**src/rtl/mem_arb_pkg.sv**
```systemverilog
// rtl/mem_arb_pkg.sv - shared FSM state encoding and port ids for the ram arbiter
package mem_arb_pkg;

  localparam logic [1:0] ST_IDLE    = 2'd0;
  localparam logic [1:0] ST_ISSUE   = 2'd1;
  localparam logic [1:0] ST_CAPTURE = 2'd2;
  localparam logic [1:0] ST_DONE    = 2'd3;

  typedef enum logic {
    PORT_IF = 1'b0,
    PORT_DM = 1'b1
  } port_e;

endpackage

```
**src/rtl/mem_arbiter_if.sv**
```systemverilog
// rtl/mem_arbiter_if.sv - fetch/data request ports and ram strobe bundle
interface mem_arbiter_if #(
  parameter int BITS = 32,
  parameter int ADDR = 9
);
  logic            if_req;
  logic [ADDR-1:0] if_addr;
  logic            if_ack;
  logic [BITS-1:0] if_rdata;

  logic            dm_req;
  logic            dm_we;
  logic [ADDR-1:0] dm_addr;
  logic [BITS-1:0] dm_wdata;
  logic            dm_ack;
  logic [BITS-1:0] dm_rdata;

  logic            ram_read;
  logic            ram_write;
  logic [ADDR-1:0] ram_address;
  logic [BITS-1:0] ram_dataIn;
  logic [BITS-1:0] ram_dataOut;

  // master: requesters plus the ram itself; slave: the arbiter
  modport master (
    output if_req, if_addr, dm_req, dm_we, dm_addr, dm_wdata, ram_dataOut,
    input  if_ack, if_rdata, dm_ack, dm_rdata,
    input  ram_read, ram_write, ram_address, ram_dataIn
  );

  modport slave (
    input  if_req, if_addr, dm_req, dm_we, dm_addr, dm_wdata, ram_dataOut,
    output if_ack, if_rdata, dm_ack, dm_rdata,
    output ram_read, ram_write, ram_address, ram_dataIn
  );
endinterface

```
**src/rtl/mem_arb_pick.sv**
```systemverilog
// rtl/mem_arb_pick.sv - combinational winner select; MEM_ARB_RR_EN enables round-robin on ties
module mem_arb_pick
  import mem_arb_pkg::*;
(
  input  logic  if_req,
  input  logic  dm_req,
  input  port_e last_grant,
  output logic  grant_valid,
  output port_e grant
);

  always_comb begin
    grant_valid = if_req | dm_req;
    grant       = PORT_IF;
`ifdef MEM_ARB_RR_EN
    if (if_req && dm_req) begin
      grant = (last_grant == PORT_IF) ? PORT_DM : PORT_IF;
    end else if (dm_req) begin
      grant = PORT_DM;
    end
`else
    if (dm_req) begin
      grant = PORT_DM;
    end
`endif
  end

`ifndef MEM_ARB_RR_EN
  logic unused_last;
  assign unused_last = last_grant;
`endif

endmodule

```
**src/rtl/mem_arbiter.sv**
```systemverilog
// rtl/mem_arbiter.sv - shares one single-port ram between fetch and data ports, 4-cycle sequence
// MEM_ARB_RR_EN adds a last-grant flag so ties alternate instead of favouring the data port.
module mem_arbiter
  import mem_arb_pkg::*;
#(
  parameter int BITS = 32,
  parameter int ADDR = 9
) (
  input  logic            clk,
  input  logic            rst_n,
  mem_arbiter_if.slave    bus,
  output logic            busy
);

  logic [1:0]      state_q, state_d;
  port_e           win_q, win_d;
  logic            we_q, we_d;
  logic            ram_read_q, ram_read_d;
  logic            ram_write_q, ram_write_d;
  logic [ADDR-1:0] ram_addr_q, ram_addr_d;
  logic [BITS-1:0] ram_wdata_q, ram_wdata_d;
  logic            if_ack_q, if_ack_d;
  logic            dm_ack_q, dm_ack_d;
  logic [BITS-1:0] if_rdata_q, if_rdata_d;
  logic [BITS-1:0] dm_rdata_q, dm_rdata_d;
  logic            busy_q, busy_d;
  port_e           last_q;
  logic            grant_valid;
  port_e           grant;

`ifdef MEM_ARB_RR_EN
  port_e last_d;

  always_ff @(posedge clk or negedge rst_n) begin
    if (!rst_n) last_q <= PORT_IF;
    else        last_q <= last_d;
  end

  always_comb begin
    last_d = last_q;
    if (state_q == ST_IDLE && grant_valid) last_d = grant;
  end
`else
  assign last_q = PORT_IF;
`endif

  mem_arb_pick u_pick (
    .if_req      (bus.if_req),
    .dm_req      (bus.dm_req),
    .last_grant  (last_q),
    .grant_valid (grant_valid),
    .grant       (grant)
  );

  always_comb begin
    state_d     = state_q;
    win_d       = win_q;
    we_d        = we_q;
    ram_read_d  = 1'b0;
    ram_write_d = 1'b0;
    ram_addr_d  = ram_addr_q;
    ram_wdata_d = ram_wdata_q;
    if_ack_d    = 1'b0;
    dm_ack_d    = 1'b0;
    if_rdata_d  = if_rdata_q;
    dm_rdata_d  = dm_rdata_q;
    case (state_q)
      ST_IDLE: begin
        if (grant_valid) begin
          win_d = grant;
          if (grant == PORT_DM) begin
            we_d        = bus.dm_we;
            ram_addr_d  = bus.dm_addr;
            ram_read_d  = !bus.dm_we;
            ram_write_d = bus.dm_we;
            if (bus.dm_we) ram_wdata_d = bus.dm_wdata;
          end else begin
            we_d       = 1'b0;
            ram_addr_d = bus.if_addr;
            ram_read_d = 1'b1;
          end
          state_d = ST_ISSUE;
        end
      end
      ST_ISSUE: begin
        state_d = ST_CAPTURE;
      end
      ST_CAPTURE: begin
        // ram registered its read on the previous edge, so dataOut is valid now
        if (win_q == PORT_DM) begin
          dm_ack_d = 1'b1;
          if (!we_q) dm_rdata_d = bus.ram_dataOut;
        end else begin
          if_ack_d   = 1'b1;
          if_rdata_d = bus.ram_dataOut;
        end
        state_d = ST_DONE;
      end
      ST_DONE: begin
        state_d = ST_IDLE;
      end
      default: begin
        state_d = ST_IDLE;
      end
    endcase
    busy_d = (state_d != ST_IDLE);
  end

  always_ff @(posedge clk or negedge rst_n) begin
    if (!rst_n) begin
      state_q     <= ST_IDLE;
      win_q       <= PORT_IF;
      we_q        <= 1'b0;
      ram_read_q  <= 1'b0;
      ram_write_q <= 1'b0;
      ram_addr_q  <= '0;
      ram_wdata_q <= '0;
      if_ack_q    <= 1'b0;
      dm_ack_q    <= 1'b0;
      if_rdata_q  <= '0;
      dm_rdata_q  <= '0;
      busy_q      <= 1'b0;
    end else begin
      state_q     <= state_d;
      win_q       <= win_d;
      we_q        <= we_d;
      ram_read_q  <= ram_read_d;
      ram_write_q <= ram_write_d;
      ram_addr_q  <= ram_addr_d;
      ram_wdata_q <= ram_wdata_d;
      if_ack_q    <= if_ack_d;
      dm_ack_q    <= dm_ack_d;
      if_rdata_q  <= if_rdata_d;
      dm_rdata_q  <= dm_rdata_d;
      busy_q      <= busy_d;
    end
  end

  assign bus.ram_read    = ram_read_q;
  assign bus.ram_write   = ram_write_q;
  assign bus.ram_address = ram_addr_q;
  assign bus.ram_dataIn  = ram_wdata_q;
  assign bus.if_ack      = if_ack_q;
  assign bus.dm_ack      = dm_ack_q;
  assign bus.if_rdata    = if_rdata_q;
  assign bus.dm_rdata    = dm_rdata_q;
  assign busy            = busy_q;

endmodule

```
**src/flat_wrapper.sv**
```systemverilog
// flat-port wrapper written by rule: the top's interface ports become plain ports
module mem_arbiter_flat import mem_arb_pkg::*;
#(
  parameter int BITS = 32,
  parameter int ADDR = 9
)
  (clk, rst_n, busy, bus_if_req, bus_if_addr, bus_dm_req, bus_dm_we, bus_dm_addr, bus_dm_wdata, bus_ram_dataOut, bus_if_ack, bus_if_rdata, bus_dm_ack, bus_dm_rdata, bus_ram_read, bus_ram_write, bus_ram_address, bus_ram_dataIn);
  mem_arbiter_if #(.BITS(BITS), .ADDR(ADDR)) bus_i ();
  input  logic clk;
  input  logic rst_n;
  output logic busy;
  input wire logic [$bits(bus_i.if_req)-1:0] bus_if_req;
  input wire logic [$bits(bus_i.if_addr)-1:0] bus_if_addr;
  input wire logic [$bits(bus_i.dm_req)-1:0] bus_dm_req;
  input wire logic [$bits(bus_i.dm_we)-1:0] bus_dm_we;
  input wire logic [$bits(bus_i.dm_addr)-1:0] bus_dm_addr;
  input wire logic [$bits(bus_i.dm_wdata)-1:0] bus_dm_wdata;
  input wire logic [$bits(bus_i.ram_dataOut)-1:0] bus_ram_dataOut;
  output wire logic [$bits(bus_i.if_ack)-1:0] bus_if_ack;
  output wire logic [$bits(bus_i.if_rdata)-1:0] bus_if_rdata;
  output wire logic [$bits(bus_i.dm_ack)-1:0] bus_dm_ack;
  output wire logic [$bits(bus_i.dm_rdata)-1:0] bus_dm_rdata;
  output wire logic [$bits(bus_i.ram_read)-1:0] bus_ram_read;
  output wire logic [$bits(bus_i.ram_write)-1:0] bus_ram_write;
  output wire logic [$bits(bus_i.ram_address)-1:0] bus_ram_address;
  output wire logic [$bits(bus_i.ram_dataIn)-1:0] bus_ram_dataIn;
  assign bus_i.if_req = bus_if_req;
  assign bus_i.if_addr = bus_if_addr;
  assign bus_i.dm_req = bus_dm_req;
  assign bus_i.dm_we = bus_dm_we;
  assign bus_i.dm_addr = bus_dm_addr;
  assign bus_i.dm_wdata = bus_dm_wdata;
  assign bus_i.ram_dataOut = bus_ram_dataOut;
  assign bus_if_ack = bus_i.if_ack;
  assign bus_if_rdata = bus_i.if_rdata;
  assign bus_dm_ack = bus_i.dm_ack;
  assign bus_dm_rdata = bus_i.dm_rdata;
  assign bus_ram_read = bus_i.ram_read;
  assign bus_ram_write = bus_i.ram_write;
  assign bus_ram_address = bus_i.ram_address;
  assign bus_ram_dataIn = bus_i.ram_dataIn;
  mem_arbiter #(.BITS(BITS), .ADDR(ADDR)) u_core (.clk(clk), .rst_n(rst_n), .bus(bus_i), .busy(busy));
endmodule
```
**config.mk**
```make
export PLATFORM = sky130hd
export DESIGN_NAME = mem_arbiter_flat
export DESIGN_NICKNAME = d
export VERILOG_FILES = /design/src/rtl/mem_arb_pkg.sv /design/src/rtl/mem_arbiter_if.sv /design/src/rtl/mem_arb_pick.sv /design/src/rtl/mem_arbiter.sv /design/src/flat_wrapper.sv
export SDC_FILE = /design/constraint.sdc
export NUM_CORES = 1
export LEC_CHECK = 0
export CORE_ASPECT_RATIO = 2
export CORE_MARGIN = 2
export CORE_UTILIZATION = 55
export CTS_CLUSTER_SIZE = 30
export DETAILED_ROUTE_END_ITERATION = 8
export DONT_BUFFER_PORTS = 1
export GPL_ROUTABILITY_DRIVEN = 0
export HOLD_SLACK_MARGIN = 0.08
export MAX_ROUTING_LAYER = met4
export PLACE_DENSITY = 0.73
export SLEW_MARGIN = 20
export SYNTH_ARGS = -nofsm -noshare
export SYNTH_HDL_FRONTEND = slang
export SYNTH_SLANG_ARGS = --single-unit
```
**constraint.sdc**
```tcl
create_clock -name clk -period 1.4 [get_ports clk]
set_clock_uncertainty 0.05 [all_clocks]
set_input_delay 0.28 -clock clk [delete_from_list [all_inputs] [get_ports clk]]
set_output_delay 0.28 -clock clk [all_outputs]
set_load 0.01 [all_outputs]
```
==> images/clk_routes.png <==
Scale: 6 px per um.
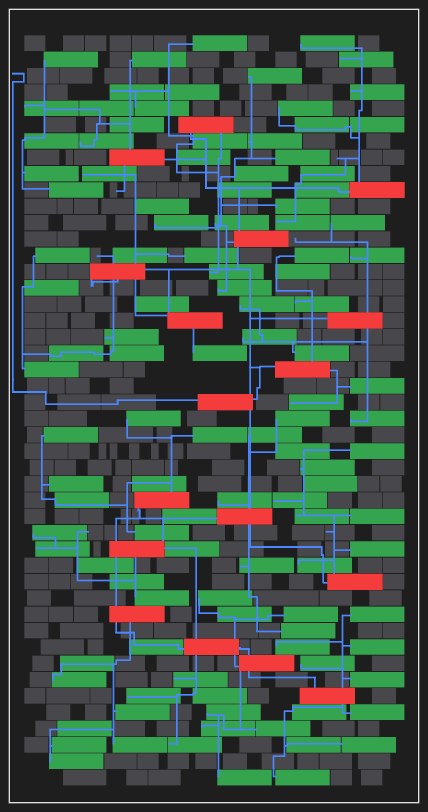
[clock wires] blue | length: 1480 um
[clock drivers] red | count: 17
[flip-flops] green | count: 114
routed clock nets	18

==> impl_metrics.yaml <==
# generated from flow reports
placed_design:
  numPlacedInstances: 363
clocking:
  cts_tree: "yes"
  holdBufCountCts: 76
  clkLatencyLatePin_ps: 400
  clock_path_buffers: 2
  clk_pin_slew_ps: 60
timing:
  hold_viol_final: 114
  worst_slack_ps: -184
  fin_crit_ps: 1580
  slew_headroom_pct: 80.1
  slew_viol_final: 0
  tns_ps: -12670
  final-setup-viol-count: 105
  hold_ws_ps: -485
drt:
  vias: 2754
  drt_first_pass_iters: 4
  ant_nets: 0
  drc: 0
grt:
  antenna_found_initial: 0
  grt_max_degree: 115
  gr-usage-met2_pct: 47.2
floorplanning:
  dieArea_um2: 8980
synthesis:
  yosysMostFrequentCell: "dfrtp_1"
  synthFlopType: "dfrtp_1"
  synth-area-yosys_um2: 4510
  fp_nets: 354
  yosysCellCount: 264
  synthArstFlopShare_pct: 100
power_and_ir_drop:
  pg_seq_uw: 7170
  maxPowerGroup: "sequential cells"
  p_switching_uw: 5260
finish:
  stdcell_count: 483
  comb_area_um2: 1780
  layout_top_cell: "dfrtp_1"
setup_path:
  reg2reg_to: "u_core.bus.if_rdata[27]$_DFFE_PN0P_"
  critPathSlowestCell: "dfrtp_1"
  critPathBufInv: 3
  startpoint: "u_core.state_q[0]$_DFF_PN0_"
  crit_chain: "inv_2, ha_4, nor2b_4, buf_12, clkbuf_16, mux2_4"
status:
  status: "complete, but fails checks"
  failed_checks: "negative hold slack, negative setup slack"
run:
  max-cap-violations: 0
==> images/placement_by_type.png <==
Scale: 4 px per um. Fill, decap, tap and diode cells in grey.
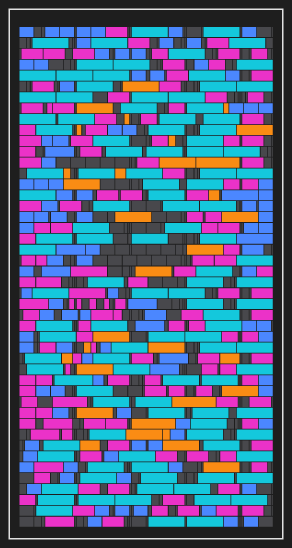
class	colour	cells	share of their area
other buffers and delay cells	blue	105	18%
combinational and other logic	magenta	136	28%
clock drivers and dummy loads	orange	32	9.3%
flops	cyan	114	45%
Row Count: 46
Finished Core Util: 82.1%
sequential share of cell area: 43.8%
design area: 6520 um^2
Core Region: 7940 um^2

final cells by class:
cell class,count,area share [%]
Inverter,4,0.230
Multi-Input combinational cell,132,27.3
Clock buffer,22,7.12
Sequential cell,114,43.8
Tap cell,96,1.84
Timing Repair Buffer,105,17.8
Clock inverter,10,2.03
kinds of logic (layout without fill, tap and decap cells):
group                      count (synthesis)  after routing  share of synthesized area (%)
buffers and inverters                     18            141                           2.53
adders and majority gates                  3              3                          0.833
and+or+nand+nor                           19             19                           3.97
DFF                                      114            114                           63.3
AOI/OAI and AO/OA                         14             14                           3.03
muxes                                     96             96                           26.3
worst reg2reg max path, cell delays in order, from the launching register on:
cell and delay (ps):
dfrtp_1 390, inv_2 120, ha_4 150, nor2b_4 150
buf_12 150, clkbuf_16 170, mux2_4 310
